Fig. 1: routing congestion map
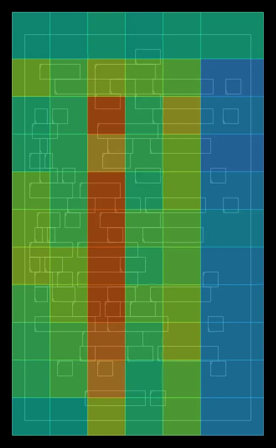
Fig. 2: signal wires by layer
Two of the layers only.
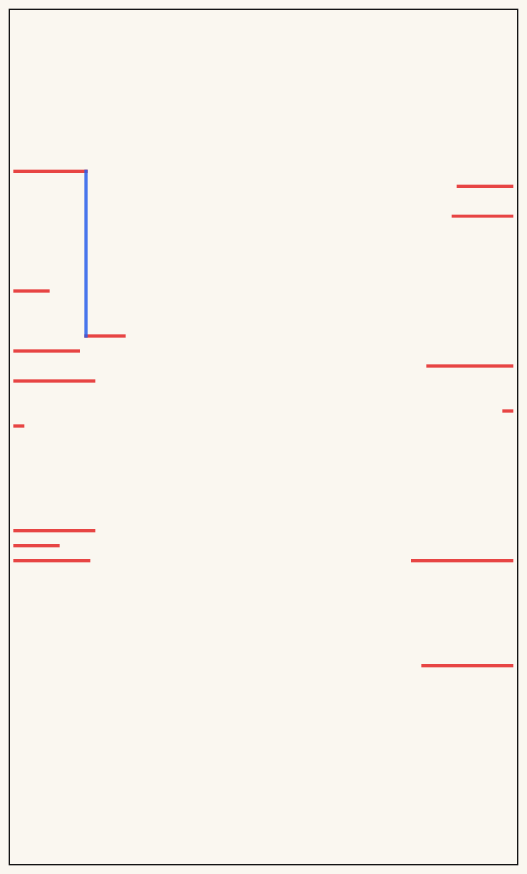
Fig. 3: sequential cells grouped by signal name
Other sequential cells in the stronger grey, the rest of the logic in the fainter grey.
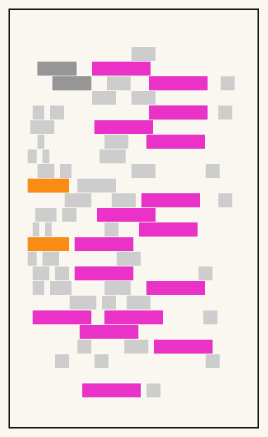
Design reg_pipe, sky130hd; sources not shown.
==> reports/results.txt <==
clock buf count = 4
Top pwr grp = sequential cells
row count = 26
Nets = 80
Yosys Chip Area = 927 µm²
CTS sink count = 20
CTS max path bufs = 2
Hold WC Path Type = input pin to flip-flop
max FFs per register = 16
Die ar. = 0.00357 mm²
cell-internal power = 0.996 mW
Tool Warnings = 26
Main synth FF type = edfxtp_1
Max Cap Viol = 0
core footprint = 0.00293 mm²
list of most frequent post-synthesis cells = edfxtp_1 (16), nor3b_2 (10), buf_4 (9), nor3b_1 (6), dfxtp_1 (4)
Non-Clock Inverter Count = 3
simple share = 22.3%
registers = 20
yosys cell count = 62
vias in the first global route = 582
first drt pass iteration count = 2
diodes inserted = 0
Slew Limit Headroom = 78.7%
Post-Layout Inst Area = 0.00102 mm²
die x size = 46.0 µm
Net Sw Power = 0.252 mW
Via density = 4.74
Latency at later pin = 250 ps
P_clk = 0.435 mW
Comb gate area = 258 µm²
Reg area = 563 µm²
logic gate fraction of the total cell area = 25.2%
Tot Pwr = 1.25 mW
Setup WS pre-CTS = -41.6 ps
status = completed
Post-synth seq share = 60.5%
post-route minimum period = 1290 ps
Worst path max stage delay = 370 ps
clk root buf = clkbuf_8
first-pass GRT wire length = 2440 µm
Top-area cell share = 51.8%
placed cell area = 962 µm²
worst-margin pin slew = 320 ps
Mapped Nets = 75
Mapped Area = 927 µm²
tap cells = 28
reg2reg path depth = 4
Post-synth ARST share = 0%
top-count cell post-synth = edfxtp_1
critical path arrival = 1290 ps
Syn Inst Count = 62
Met2 Routed Length = 826 µm
leading area contributor after synthesis = edfxtp_1
Notes on Fig. 1 above:
GRT Resource Usage Total: 9.35%
grt met3 use: 2.09%
Top Usage Layer GRT: met2
Layout Utilization: 35.0%

Notes on Fig. 2 above:
[met4] blue | wire length: 15.0 µm
[met3] red | wire length: 79.6 µm
routed vias: 446
WL final: 1360 µm
Routed wire per std cell: 14.5 µm

Notes on Fig. 3 above:
[data] magenta | placed flops: 16
[valid] orange | placed flops: 2
Seq group: 0.705 mW
sequential share of cell area: 55.0%

Power figures rest on the tool's default switching activity, not on a simulated workload.
